### Clock routing

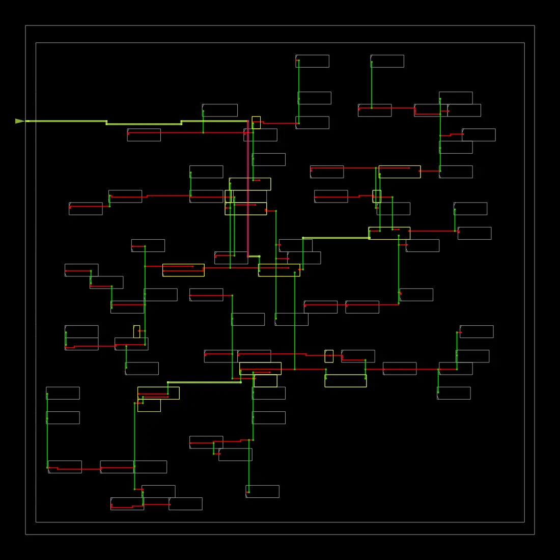
### Pin map

The bar under the picture is 20 microns long. Pins as bars across the die edge, other pins in gray.
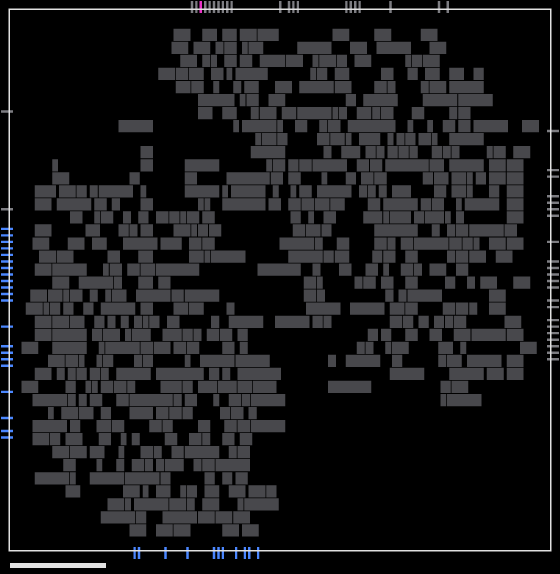
--- src/rtl/pipeline_stall_ctrl_pkg.sv ---
// pipeline_stall_ctrl_pkg: shared CPU definitions for the pipeline stall controller
package pipeline_stall_ctrl_pkg;
    localparam int CNT_W = 32;
    typedef enum logic {RUN = 1'b0, KILL = 1'b1} state_e;
endpackage

--- src/rtl/pipeline_stall_ctrl_if.sv ---
// pipeline_stall_ctrl_if: hazard inputs and pipeline register controls of the stall controller
interface pipeline_stall_ctrl_if;
    logic lu_haz_sig;
    logic branch_taken;
    logic imem_busy;
    logic dmem_busy;
    logic pc_en;
    logic if_id_en;
    logic id_ex_en;
    logic ex_mem_en;
    logic mem_wb_en;
    logic if_id_flush;
    logic id_ex_bubble;
    logic [pipeline_stall_ctrl_pkg::CNT_W-1:0] stall_cnt;
    logic [pipeline_stall_ctrl_pkg::CNT_W-1:0] flush_cnt;
    modport master (
        output lu_haz_sig, branch_taken, imem_busy, dmem_busy,
        input  pc_en, if_id_en, id_ex_en, ex_mem_en, mem_wb_en, if_id_flush, id_ex_bubble,
        input  stall_cnt, flush_cnt
    );
    modport slave (
        input  lu_haz_sig, branch_taken, imem_busy, dmem_busy,
        output pc_en, if_id_en, id_ex_en, ex_mem_en, mem_wb_en, if_id_flush, id_ex_bubble,
        output stall_cnt, flush_cnt
    );
endinterface

--- src/rtl/pipeline_stall_ctrl_sat_counter.sv ---
// sat_counter: event counter with sync active-low clear that sticks at all-ones
module sat_counter
    import pipeline_stall_ctrl_pkg::*;
(
    input  logic             clk,
    input  logic             rst_n,
    input  logic             inc,
    output logic [CNT_W-1:0] cnt
);
    logic [CNT_W-1:0] cnt_q, cnt_d;
    always_comb cnt_d = (inc && cnt_q != '1) ? cnt_q + CNT_W'(1) : cnt_q;
    always_ff @(posedge clk) begin
        if (!rst_n) cnt_q <= '0;
        else        cnt_q <= cnt_d;
    end
    assign cnt = cnt_q;
endmodule

--- src/rtl/pipeline_stall_ctrl.sv ---
// pipeline_stall_ctrl: five-stage stall/flush controller with a wrong-path fetch kill state
module pipeline_stall_ctrl
    import pipeline_stall_ctrl_pkg::*;
(
    input  logic                  clk,
    input  logic                  rst_n,
    pipeline_stall_ctrl_if.slave  bus
);
    state_e     state_q, state_d;
    logic [4:0] en;
    logic       flush, bubble, flush_evt;
    always_comb begin
        state_d   = state_q;
        en        = 5'b11111;
        flush     = 1'b0;
        bubble    = 1'b0;
        flush_evt = 1'b0;
        if (!rst_n) begin
            state_d = RUN;
            en      = 5'b00000;
            flush   = 1'b1;
            bubble  = 1'b1;
        end else if (bus.dmem_busy) begin
            en = 5'b00000;
        end else if (state_q == KILL) begin
            // wrong-path word is squashed; the ID/EX side only carries bubbles here
            en    = 5'b01111;
            flush = 1'b1;
            state_d = bus.imem_busy ? KILL : RUN;
        end else if (bus.branch_taken) begin
            flush     = 1'b1;
            bubble    = 1'b1;
            flush_evt = 1'b1;
            state_d   = bus.imem_busy ? KILL : RUN;
        end else if (bus.lu_haz_sig) begin
            en     = 5'b00111;
            bubble = 1'b1;
        end else if (bus.imem_busy) begin
            en    = 5'b01111;
            flush = 1'b1;
        end
    end
    always_ff @(posedge clk) begin
        if (!rst_n) state_q <= RUN;
        else        state_q <= state_d;
    end
    assign bus.pc_en        = en[4];
    assign bus.if_id_en     = en[3];
    assign bus.id_ex_en     = en[2];
    assign bus.ex_mem_en    = en[1];
    assign bus.mem_wb_en    = en[0];
    assign bus.if_id_flush  = flush;
    assign bus.id_ex_bubble = bubble;
    sat_counter u_stall_cnt (.clk(clk), .rst_n(rst_n), .inc(~en[4]),   .cnt(bus.stall_cnt));
    sat_counter u_flush_cnt (.clk(clk), .rst_n(rst_n), .inc(flush_evt), .cnt(bus.flush_cnt));
endmodule
--- src/flat_wrapper.sv ---
// flat-port wrapper written by rule: the top's interface ports become plain ports
module pipeline_stall_ctrl_flat import pipeline_stall_ctrl_pkg::*;
  (clk, rst_n, bus_lu_haz_sig, bus_branch_taken, bus_imem_busy, bus_dmem_busy, bus_pc_en, bus_if_id_en, bus_id_ex_en, bus_ex_mem_en, bus_mem_wb_en, bus_if_id_flush, bus_id_ex_bubble, bus_stall_cnt, bus_flush_cnt);
  pipeline_stall_ctrl_if bus_i ();
  input  logic clk;
  input  logic rst_n;
  input wire logic [$bits(bus_i.lu_haz_sig)-1:0] bus_lu_haz_sig;
  input wire logic [$bits(bus_i.branch_taken)-1:0] bus_branch_taken;
  input wire logic [$bits(bus_i.imem_busy)-1:0] bus_imem_busy;
  input wire logic [$bits(bus_i.dmem_busy)-1:0] bus_dmem_busy;
  output wire logic [$bits(bus_i.pc_en)-1:0] bus_pc_en;
  output wire logic [$bits(bus_i.if_id_en)-1:0] bus_if_id_en;
  output wire logic [$bits(bus_i.id_ex_en)-1:0] bus_id_ex_en;
  output wire logic [$bits(bus_i.ex_mem_en)-1:0] bus_ex_mem_en;
  output wire logic [$bits(bus_i.mem_wb_en)-1:0] bus_mem_wb_en;
  output wire logic [$bits(bus_i.if_id_flush)-1:0] bus_if_id_flush;
  output wire logic [$bits(bus_i.id_ex_bubble)-1:0] bus_id_ex_bubble;
  output wire logic [$bits(bus_i.stall_cnt)-1:0] bus_stall_cnt;
  output wire logic [$bits(bus_i.flush_cnt)-1:0] bus_flush_cnt;
  assign bus_i.lu_haz_sig = bus_lu_haz_sig;
  assign bus_i.branch_taken = bus_branch_taken;
  assign bus_i.imem_busy = bus_imem_busy;
  assign bus_i.dmem_busy = bus_dmem_busy;
  assign bus_pc_en = bus_i.pc_en;
  assign bus_if_id_en = bus_i.if_id_en;
  assign bus_id_ex_en = bus_i.id_ex_en;
  assign bus_ex_mem_en = bus_i.ex_mem_en;
  assign bus_mem_wb_en = bus_i.mem_wb_en;
  assign bus_if_id_flush = bus_i.if_id_flush;
  assign bus_id_ex_bubble = bus_i.id_ex_bubble;
  assign bus_stall_cnt = bus_i.stall_cnt;
  assign bus_flush_cnt = bus_i.flush_cnt;
  pipeline_stall_ctrl u_core (.clk(clk), .rst_n(rst_n), .bus(bus_i));
endmodule
--- config.mk ---
export PLATFORM = sky130hd
export DESIGN_NAME = pipeline_stall_ctrl_flat
export DESIGN_NICKNAME = d
export VERILOG_FILES = /design/src/rtl/pipeline_stall_ctrl_pkg.sv /design/src/rtl/pipeline_stall_ctrl_if.sv /design/src/rtl/pipeline_stall_ctrl_sat_counter.sv /design/src/rtl/pipeline_stall_ctrl.sv /design/src/flat_wrapper.sv
export SDC_FILE = /design/constraint.sdc
export NUM_CORES = 1
export LEC_CHECK = 0
export CAP_MARGIN = 0
export CORE_MARGIN = 2
export CORE_UTILIZATION = 30
export CTS_CLUSTER_SIZE = 20
export DETAILED_ROUTE_END_ITERATION = 16
export PLACE_DENSITY = 0.64
export SLEW_MARGIN = 15
export SYNTH_ARGS = -nofsm -noshare
export SYNTH_HDL_FRONTEND = slang
export SYNTH_HIERARCHICAL = 1
export SYNTH_SLANG_ARGS = --single-unit
--- constraint.sdc ---
create_clock -name clk -period 2.4 [get_ports clk]
set_clock_uncertainty 0.1 [all_clocks]
set_input_delay 0.36 -clock clk [delete_from_list [all_inputs] [get_ports clk]]
set_output_delay 0.36 -clock clk [all_outputs]
set_load 0.02 [all_outputs]
==> impl_metrics.py <==
# Metrics from the implementation run
metrics = {
    "outcome": {
        "status": "finished with violations",
        "violations": "negative setup slack",
    },
    "yosys": {
        "avgSynthCellArea_sq_um": 8.43,
        "yosysUniqueCellTypes": 43,
        "netlist_top_cells_count": "dfxtp_1, nand2_1, a21oi_1",
        "top_area_share_pct": 36.8,
        "yosys_warnings": 6,
        "largest_area_cell": "dfxtp_1",
        "synth_top_cell_by_count": "dfxtp_1",
        "area_leaders": "dfxtp_1, o31ai_1, or4_1",
        "postSynthSeqShare_pct": 36.8,
        "synth_chip_area_sq_mm": 0.00354,
        "async_flop_share_pct": 0,
        "synth_area_sq_mm": 0.00354,
    },
    "clock_network": {
        "numCtsBuffers": 9,
        "clockRootBuffer": "clkbuf_16",
        "clk_pin_slew_worst_paths_ns": 0.05,
        "cts_tree": "yes",
    },
    "min_path": {
        "min-delay-start": "u_core/u_stall_cnt/cnt[27]",
        "hold_class": "reg -> reg",
        "min_to": "u_core/u_stall_cnt/cnt[27]",
    },
    "final_timing": {
        "drv_slew": 0,
        "setup_ws_ns": -0.0528,
        "fin_crit_ns": 2.45,
        "clock.fmax_ghz": 0.408,
        "rsz0062_at_grt": "true",
        "worst_slew_pin_slew_ns": 0.508,
        "post-route-period-util_pct": 102,
        "slew_headroom_pct": 65.3,
        "final-setup-viol-count": 2,
        "tns_ns": -0.0551,
    },
    "placed_design": {
        "dpl_cell_area_sq_mm": 0.00480,
        "pre_cts_slack_ns": -0.593,
        "place_inst": 669,
        "gp_congestion": 0.868,
    },
    "routing": {
        "wl_per_cell_microns": 15.2,
        "wl_mm": 10.5,
        "drtAntennaViolNets": 0,
        "wl_met1_mm": 4.78,
        "vias": 3779,
        "top_layer_used": "met4",
        "wl_met2_mm": 5.02,
        "dr_wl_met3_microns": 560,
        "drt_pass1_iterations": 4,
        "vias_per_cell": 5.48,
    },
    "finish": {
        "area_growth_pct": 45.6,
        "fin_cells": 689,
        "fill_cells": 1115,
        "layout-drive-gt1-share_pct": 17.4,
        "diodes": 0,
        "lay_top_cells": "clkdlybuf4s50_1, dfxtp_1, buf_4",
        "final_util_pct": 44.9,
        "layout_top_cell": "clkdlybuf4s50_1",
        "stdcell_area_sq_mm": 0.00515,
        "comb_area_sq_mm": 0.00215,
        "regArea_sq_mm": 0.00130,
        "nets": 549,
    },
    "pwr": {
        "p_clk_share_pct": 49.1,
        "p_comb_mw": 0.142,
        "p_sw_mw": 0.541,
        "powerSeq_mw": 1.10,
        "power.total_mw": 2.44,
        "p_int_mw": 1.90,
        "p_per_area_mw_per_mm2": 474,
        "seqPwrFrac_pct": 45.1,
    },
    "setup_path": {
        "r2r_cells": 7,
        "end_kind": "register",
        "startpoint_type": "input port",
        "rrSetupSlack_ns": -0.02,
        "r2r_start": "u_core/state_q",
        "path_class": "in -> reg",
    },
    "floorplan": {
        "fp.coreArea_sq_mm": 0.0115,
        "chip_area_sq_mm": 0.0127,
        "placementRows": 39,
    },
    "run": {
        "warnings": 29,
    },
    "global_route": {
        "grt_use_met1_pct": 22.1,
        "grt_busiest_layer": "met2",
        "use_met3_pct": 4.43,
        "grt_max_degree": 45,
        "grt_pass1_vias": 3656,
    },
}
Back to the opening pictures, 'Clock routing':
clock sink count: 65
Flops: 65
Worst-Skew Late Latency: 0.32 ns
clk_buf instances: 13
Clk. pwr: 1.20 mW

Back to the opening pictures, 'Pin map':
| port | color | pins | direction | edge |
|---|---|---|---|---|
| `bus_ex_mem_en` | magenta | 1 | output | top |
| `bus_stall_cnt` | blue | 32 | output | 21 left, 11 bottom |
all pins by edge: 23 left, 22 right, 21 top, 11 bottom
Die Wd: 113 microns
Die Height: 113 microns
Port Buffers: 76

layout make-up:
cell class / count / share of cell area (%)
clock inverter: 3 / 0.291
timing repair buffer: 136 / 23.6
inverter: 9 / 0.655
tap: 143 / 3.47
clock buffer: 13 / 5.05
multi-input combinational: 320 / 41.7
sequential: 65 / 25.3
cell families after synthesis:
kind of cell    Yosys count  share of synthesized area, %
xor+xnor                 10                          2.47
flops                    65                          36.8
simple gates            199                          33.4
fa+ha+maj                 2                         0.707
buf+inv                  35                          4.21
compound gates           95                          18.5
mux                      14                          3.96
critical path, cell delays in order:
cell	delay (ns)
dlygate4sd2_1	0.28
nor3b_4	0.23
and2_4	0.18
nand4_1	0.16
or4_4	0.53
or3_1	0.33
or4_1	0.41
a21oi_1	0.14
Power is estimated from default activity; no workload was simulated.
